<file path="config.mk">
export PLATFORM = sky130hd
export DESIGN_NAME = rs_syndrome_engine
export DESIGN_NICKNAME = d
export VERILOG_FILES = /design/src/rtl/rs_syndrome_engine.sv
export SDC_FILE = /design/constraint.sdc
export NUM_CORES = 1
export LEC_CHECK = 0
export ABC_AREA = 1
export CAP_MARGIN = 20
export CORE_ASPECT_RATIO = 1.5
export CORE_MARGIN = 2
export CORE_UTILIZATION = 50
export DETAILED_ROUTE_END_ITERATION = 8
export PLACE_DENSITY = 0.74
export RECOVER_POWER = 50
export SLEW_MARGIN = 10
export SYNTH_ARGS = -nofsm -noshare
export SYNTH_HDL_FRONTEND = slang
export SYNTH_SLANG_ARGS = --single-unit
</file>
<file path="constraint.sdc">
create_clock -name clk -period 1.8 [get_ports clk]
set_input_delay 0.36 -clock clk [delete_from_list [all_inputs] [get_ports clk]]
set_output_delay 0.36 -clock clk [all_outputs]
set_load 0.01 [all_outputs]
</file>
<file path="src/rtl/rs_syndrome_engine.sv">
`default_nettype none
// ============================================================================
//  Module   : rs_syndrome_engine
//  Purpose  : Reed-Solomon syndrome generator over GF(2^M). A full N-symbol
//             codeword is captured on start. Its polynomial r(x) is then
//             evaluated at alpha^FCR .. alpha^(FCR+N-K-1) by serial Horner
//             steps, one symbol per enabled clock. The result is presented as
//             registered syndromes together with a one-cycle done pulse.
//  Ports    : clk            - rising-edge clock
//             reset_n        - asynchronous active-low reset
//             enable         - advances the Horner iteration while busy
//             start          - capture request, honoured only when not busy
//             codeword       - r_i at [(N-1-i)*M +: M] (r_0 in the MSB slice)
//             busy           - computation in progress
//             done           - one-cycle pulse, results valid from here on
//             syndromes      - S_(FCR+j) at [j*M +: M]
//             error_detected - OR-reduction of all syndrome bits
//  Revision : 1.0 - initial release
// ============================================================================
module rs_syndrome_engine #(
    parameter int         M         = 3,
    parameter int         N         = 7,
    parameter int         K         = 3,
    parameter logic [M:0] PRIM_POLY = 4'b1011,
    parameter int         FCR       = 1
) (
    input  logic                 clk,
    input  logic                 reset_n,
    input  logic                 enable,
    input  logic                 start,
    input  logic [N*M-1:0]       codeword,
    output logic                 busy,
    output logic                 done,
    output logic [(N-K)*M-1:0]   syndromes,
    output logic                 error_detected
);

    localparam int c_NK    = N - K;
    localparam int c_ORDER = (1 << M) - 1;
    localparam int c_CW    = $clog2(N);

    localparam logic [1:0] c_IDLE = 2'd0;
    localparam logic [1:0] c_RUN  = 2'd1;
    localparam logic [1:0] c_DONE = 2'd2;

    // Multiply by alpha^e. The loop bound is a constant, and the exponent is
    // an elaboration-time constant at every call site. As a result, this
    // reduces to a small XOR network.
    function automatic logic [M-1:0] f_mul_alpha(input logic [M-1:0] a, input int e);
        logic [M-1:0] v;
        logic         msb;
        int           em;
        v  = a;
        em = e % c_ORDER;
        for (int s = 0; s < c_ORDER; s++) begin
            if (s < em) begin
                msb = v[M-1];
                v   = v << 1;
                if (msb) begin
                    v = v ^ PRIM_POLY[M-1:0];
                end
            end
        end
        return v;
    endfunction

    logic [1:0]          r_state;
    logic [1:0]          w_state_next;
    logic [c_CW-1:0]     r_cnt;
    logic [N*M-1:0]      r_shift;
    logic [c_NK*M-1:0]   r_acc;
    logic [c_NK*M-1:0]   w_acc_next;
    logic [c_NK*M-1:0]   r_syn;
    logic                r_err;
    logic                w_capture;
    logic                w_step;
    logic                w_last;

    // The lowest slice of the shift register always holds the next symbol.
    // r_(N-1) sits in the LSB slice of the captured word, so shifting right
    // feeds the symbols highest degree first.
    generate
        for (genvar j = 0; j < c_NK; j++) begin : g_root
            assign w_acc_next[j*M +: M] =
                f_mul_alpha(r_acc[j*M +: M], FCR + j) ^ r_shift[M-1:0];
        end
    endgenerate

    assign w_capture = start && (r_state != c_RUN);
    assign w_step    = (r_state == c_RUN) && enable;
    assign w_last    = (r_cnt == '0);

    always_ff @(posedge clk or negedge reset_n) begin
        if (!reset_n) begin
            r_state <= c_IDLE;
        end else begin
            r_state <= w_state_next;
        end
    end

    always_comb begin
        w_state_next = r_state;
        case (r_state)
            c_IDLE:  if (start) w_state_next = c_RUN;
            c_RUN:   if (enable && w_last) w_state_next = c_DONE;
            c_DONE:  w_state_next = start ? c_RUN : c_IDLE;
            default: w_state_next = c_IDLE;
        endcase
    end

    always_ff @(posedge clk or negedge reset_n) begin
        if (!reset_n) begin
            r_cnt   <= '0;
            r_shift <= '0;
            r_acc   <= '0;
            r_syn   <= '0;
            r_err   <= 1'b0;
        end else if (w_capture) begin
            r_cnt   <= c_CW'(N - 1);
            r_shift <= codeword;
            r_acc   <= '0;
        end else if (w_step) begin
            r_acc   <= w_acc_next;
            r_shift <= r_shift >> M;
            r_cnt   <= r_cnt - c_CW'(1);
            // The edge that consumes r_0 completes the evaluation.
            if (w_last) begin
                r_syn <= w_acc_next;
                r_err <= |w_acc_next;
            end
        end
    end

    assign busy           = (r_state == c_RUN);
    assign done           = (r_state == c_DONE);
    assign syndromes      = r_syn;
    assign error_detected = r_err;

endmodule
`default_nettype wire
</file>
Figure 1. Logic cells by family.
Drawn at 3 px/µm.
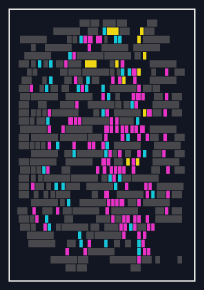
legend:
  cyan:
    family: inverters
    cells: 42
    most_used: inv_1
  yellow:
    family: NOR gates
    cells: 11
    most_used: nor2_1
  magenta:
    family: NAND gates
    cells: 108
    most_used: nand2_1

Figure 2. Sequential cells grouped by signal name.
Drawn at 3 px/µm. Other sequential cells in the stronger gray, the rest of the logic in the fainter gray.
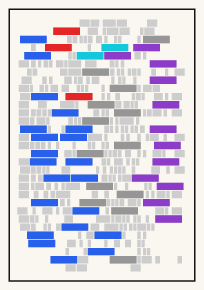
legend:
  purple:
    name_in_the_netlist: `syndromes`
    sequential_cells: 12
  cyan:
    name_in_the_netlist: `r_state`
    sequential_cells: 2
  red:
    name_in_the_netlist: `r_cnt`
    sequential_cells: 3
  blue:
    name_in_the_netlist: `r_shift`
    sequential_cells: 21

==> results.txt <==
Results of the implementation run.

The routed length per placed instance came out at 12.7 µm. The count of final hold-check violations is 0. The registers of the reported paths see a clock transition of 0.09 ns. The run finished with clean final reports.

The total of clock buffers placed in the layout came out at 8. The detail route stage leaves a number of antenna-violating nets equal to 0. The min-delay analysis places its worst path in the category input port to asynchronous set/reset pin.

The number of inverters outside the clock class in the layout came out at 42. The number of sinks handled by clock tree synthesis is 51. The post-cts hold buffer count came out at 0. Per the synth stats, the flop cell with the highest instance count is sky130_fd_sc_hd__dfrtp_1. The chip area from the yosys synthesis statistics came out at 0.00247 mm². The wire length of the first global-routing pass is 8980 µm. By area, flip-flops and latches come first. The multi-input logic area is 941 µm². Entering global routing, the biggest net connects 52 pins. The worst slew margin relative to its limit is 16.3%. The final cell area excluding filler cells came out at 0.00300 mm². The average instance in the mapped netlist occupies 8.43 µm². The number of global-route vias before repair is 2016.

The count of unique library cells instantiated by Yosys is 22. The cell area after synthesis is 0.00247 mm². The largest clock skew in the final design came out at 0.00448 ns. The number of tap cells added at floorplan is 66. The post-synthesis mux area share came out at 0%. The violation tally recorded at the end of detailed-routing iteration 0 is 98. The post-layout period usage of the worst path came out at 95.7%. Global routing used 21.3% of the available tracks across all layers. In this run the critical register-to-register path is launched from r_state[1]$_DFFE_PN0P_. The complex-gate fraction of the synthesized area came out at 16.7%.

The peak clock frequency supported by timing came out at 580 MHz. Once the floorplan was initialized, standard cells occupied 51.3% of the core. The cell count after synthesis is 293. Per STA, the endpoint of the critical path is done. The flip-flop and latch count after synthesis is 51. The cell sequence reported for the critical path is nor2_1 -> clkdlybuf4s50_1. In this run the post-CTS setup repair buffer count came out at 0. The final sum of negative setup slack came out at 0 ns. In the final layout, the fill cell count is 453. In the layout the tool counted multi-input logic cells amounting to 189. The maximum ir drop on the vdd rail came out at 0.000815 V. The worst reg2reg path depth came out at 7.

On the critical path the largest part of the delay comes from buffers and inverters. The via count normalized by instance count came out at 5.02. The number of buffers and inverters on the critical path came out at 1.

The total power per unit cell area is 1730 mW/mm². The floorplan has 31 rows. In this run the critical register-to-register path is captured at syndromes[10]$_DFFE_PN0P_.

The data required time at the worst endpoint is 1.44 ns. In the final layout, excluding clock buffers the buffer count is 47. The stage logs contain a warning count of 27.

The share of final layout cell area taken by clock buffers and inverters came out at 3.34%. The aggregate global routing overflow is 0. The clock tree from TritonCTS is done. The timing report shows that the slowest cell on the worst path is sky130_fd_sc_hd__clkdlybuf4s50_1. The post-synthesis to final-layout area growth came out at 21.5%. The number of stages on the worst setup path came out at 2. The CTS buffer count is 5. The die span in x came out at 61.4 µm.

The simple-gate share of the synthesized area is 19.4%. The share of synthesized area occupied by flip-flops and latches came out at 51.7%. The max-slew violation total from the final report came out at 0.

The synthesis report lists the Yosys warning total as 0. The post-synthesis adder-cell area fraction came out at 1.01%. According to the timing report, the critical path is launched from r_state[0]$_DFFE_PN0P_.

The setup violation total in the final timing report is 0. The post-detailed-route DRC marker count is 0. The sum of routed wire length over all layers is 5130 µm.

The data arrival time of the critical path is 1.36 ns. The count of library flops with an enable pin is 0. The worst register-to-register path has a setup slack of 0.29 ns. Per the gpl log, the routability congestion estimate is 0.816.

The routed layout has 2022 vias. Setup repair after global routing left no endpoint under its margin. The worst setup path is captured at an output pin. The initial antenna violation count is 0. The number of buffers between clock root and the deepest sink is 2.

The multi-input gate share of total cell area is 31.4%. The area share of xor/xnor cells in the synthesized design is 1.06%. The number of nets in the synthesized netlist came out at 320. Along the worst path, the maximum fanout reaches 2. The overall die height is 90.1 µm. The fraction of synthesized cell area taken by the top area cell type came out at 51.7%. The floorplan die area came out at 0.00553 mm². Pin placement for this block handled 40 I/O pins. The cell sitting at the root of the clock tree is a sky130_fd_sc_hd__clkbuf_8.

The total number of nets in the final design came out at 363. The fraction of standard cell area that is sequential is 42.6%. The total cells reported by yosys after synthesis came out at 293. The number of max-cap violations came out at 0.

The final cell utilization of the core came out at 62.4%. The number of diodes came out at 0. The post-detailed-placement half-perimeter wirelength came out at 3700 µm. By area, the combinational part of the netlist is dominated by simple AND/OR/NAND/NOR gates. Cells with a size suffix above 1 make up 10.4% of the layout. STA classifies the critical path startpoint as a flop. Of all cell types, the one taking the most synthesized area is sky130_fd_sc_hd__dfrtp_1. The total number of H-tree levels is 2.

After synthesis, the cell types taking the most area are sky130_fd_sc_hd__dfrtp_1 (52%), sky130_fd_sc_hd__nand2_1 (15%), sky130_fd_sc_hd__inv_1 (5.5%), sky130_fd_sc_hd__o21ai_0 (5.5%), sky130_fd_sc_hd__o21ai_2 (3.9%). Looking at the setup timing report, the critical path kind is flop to output pin. The count of buffers inserted at the top-level ports came out at 39. The placeable core region is 0.00481 mm².

The synthesis stats list as the most numerous cell sky130_fd_sc_hd__nand2_1. The number of gates resized after cts came out at 0. After synthesis, the share of flip-flops with an asynchronous set or reset is 100%. The pin closest to its max-slew limit shows a slew of 1.26 ns.

The clock insertion delay at the later pin of the skew report came out at 0.30 ns. The standard cell area after detailed placement came out at 0.00291 mm². The total number of sequential cells is 51. Sorting the synthesized cells by how often they occur yields sky130_fd_sc_hd__nand2_1 (96), sky130_fd_sc_hd__dfrtp_1 (51), sky130_fd_sc_hd__inv_1 (36). For this run, the slowest stage of the critical path takes 0.54 ns. The leakage power in the latest report is 1.45 nW. The minimum clock period after layout is 1.72 ns. For this run, the detailed router's first-pass iteration total came to 4. The register area came out at 0.00128 mm².

The non-clock buffer share of cell area came out at 14.7%.
Figure 3. Layout detail.
Window x 18 to 43, y 15 to 40 µm. Cells in gray, sequential cells in the stronger gray; small squares are vias.
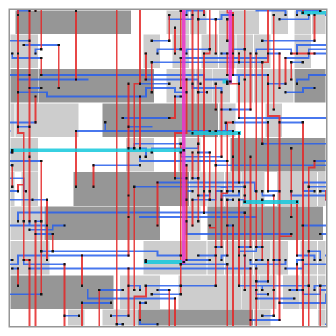
legend:
  red:
    layer: metal 2
  magenta:
    layer: metal 4
  blue:
    layer: metal 1
  cyan:
    layer: metal 3
sequential cells in the window: 8
netlist names of flops here include: `r_acc` (4), `r_shift` (4)
most frequent: nand2_1 (22), dfrtp_1 (8)
cells with their middle in the window: 53

Figure 4. Pin placement.
Drawn at 4 px/µm. Pins as bars across the die edge, other pins in gray.
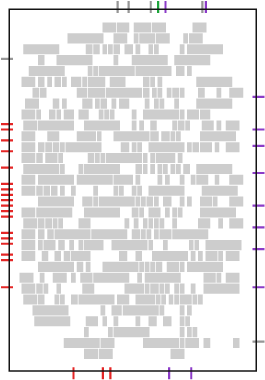
legend:
  purple:
    port: `syndromes`
    pins: 12
    direction: output
    edge: 8 right, 2 bottom, 2 top
  green:
    port: `done`
    pins: 1
    direction: output
    edge: top
  red:
    port: `codeword`
    pins: 21
    direction: input
    edge: 18 left, 3 bottom
all pins by edge: 19 left, 9 right, 7 top, 5 bottom

## layout by cell type, fill, tap and decap left out, types with 7 or more instances in the layout
cell type                         netlist  layout
sky130_fd_sc_hd__inv_1                 36      36
sky130_fd_sc_hd__nor2_1                 9       9
sky130_fd_sc_hd__nand2_1               96      97
sky130_fd_sc_hd__o21ai_0               27      27
sky130_fd_sc_hd__o21ai_2               11      11
sky130_fd_sc_hd__clkdlybuf4s50_1        0      37
sky130_fd_sc_hd__clkbuf_8               0       7
sky130_fd_sc_hd__dfrtp_1               51      51
sky130_fd_sc_hd__nand3_1               10      10
sky130_fd_sc_hd__o22ai_1                9       9
## power breakdown
part           internal (mW)  switching (mW)  leakage (nW)
registers               1.67           0.310         0.632
clock network          0.351           0.362        0.0515
logic                   1.03            1.47         0.768
total                   3.06            2.14          1.45
## sequential cells by signal, indices dropped and copies added, names as in the netlist
name and count:
error_detected 1, r_acc 12, r_cnt 3, r_shift 21, r_state 2, syndromes 12
## per-stage QoR
stage,hold slack [ns],total power [mW],worst slack (ns),instances
2_1_floorplan,0.0644,3.70,0.526,293
3_3_place_gp,0.374,4.43,0.165,394
3_5_place_dp,0.369,4.51,0.134,394
4_1_cts,0.0493,5.23,0.000269,402
5_1_grt,0.498,5.70,0.0296,403
6_report,0.407,5.20,0.0773,403
## metal layers
| layer | global-route usage [%] | vias up | part of all wire [%] | wire (µm) |
|---|---|---|---|---|
| li1 | - | 1028 | - | - |
| met1 | 27.0 | 937 | 42 | 2170 |
| met3 | 3.60 | 11 | 3.1 | 160 |
| met4 | 6.91 | 0 | 2.4 | 122 |
| met2 | 35.7 | 46 | 52 | 2680 |
| met5 | 0 | - | 0 | 0 |
Power and IR drop assume default switching activity.
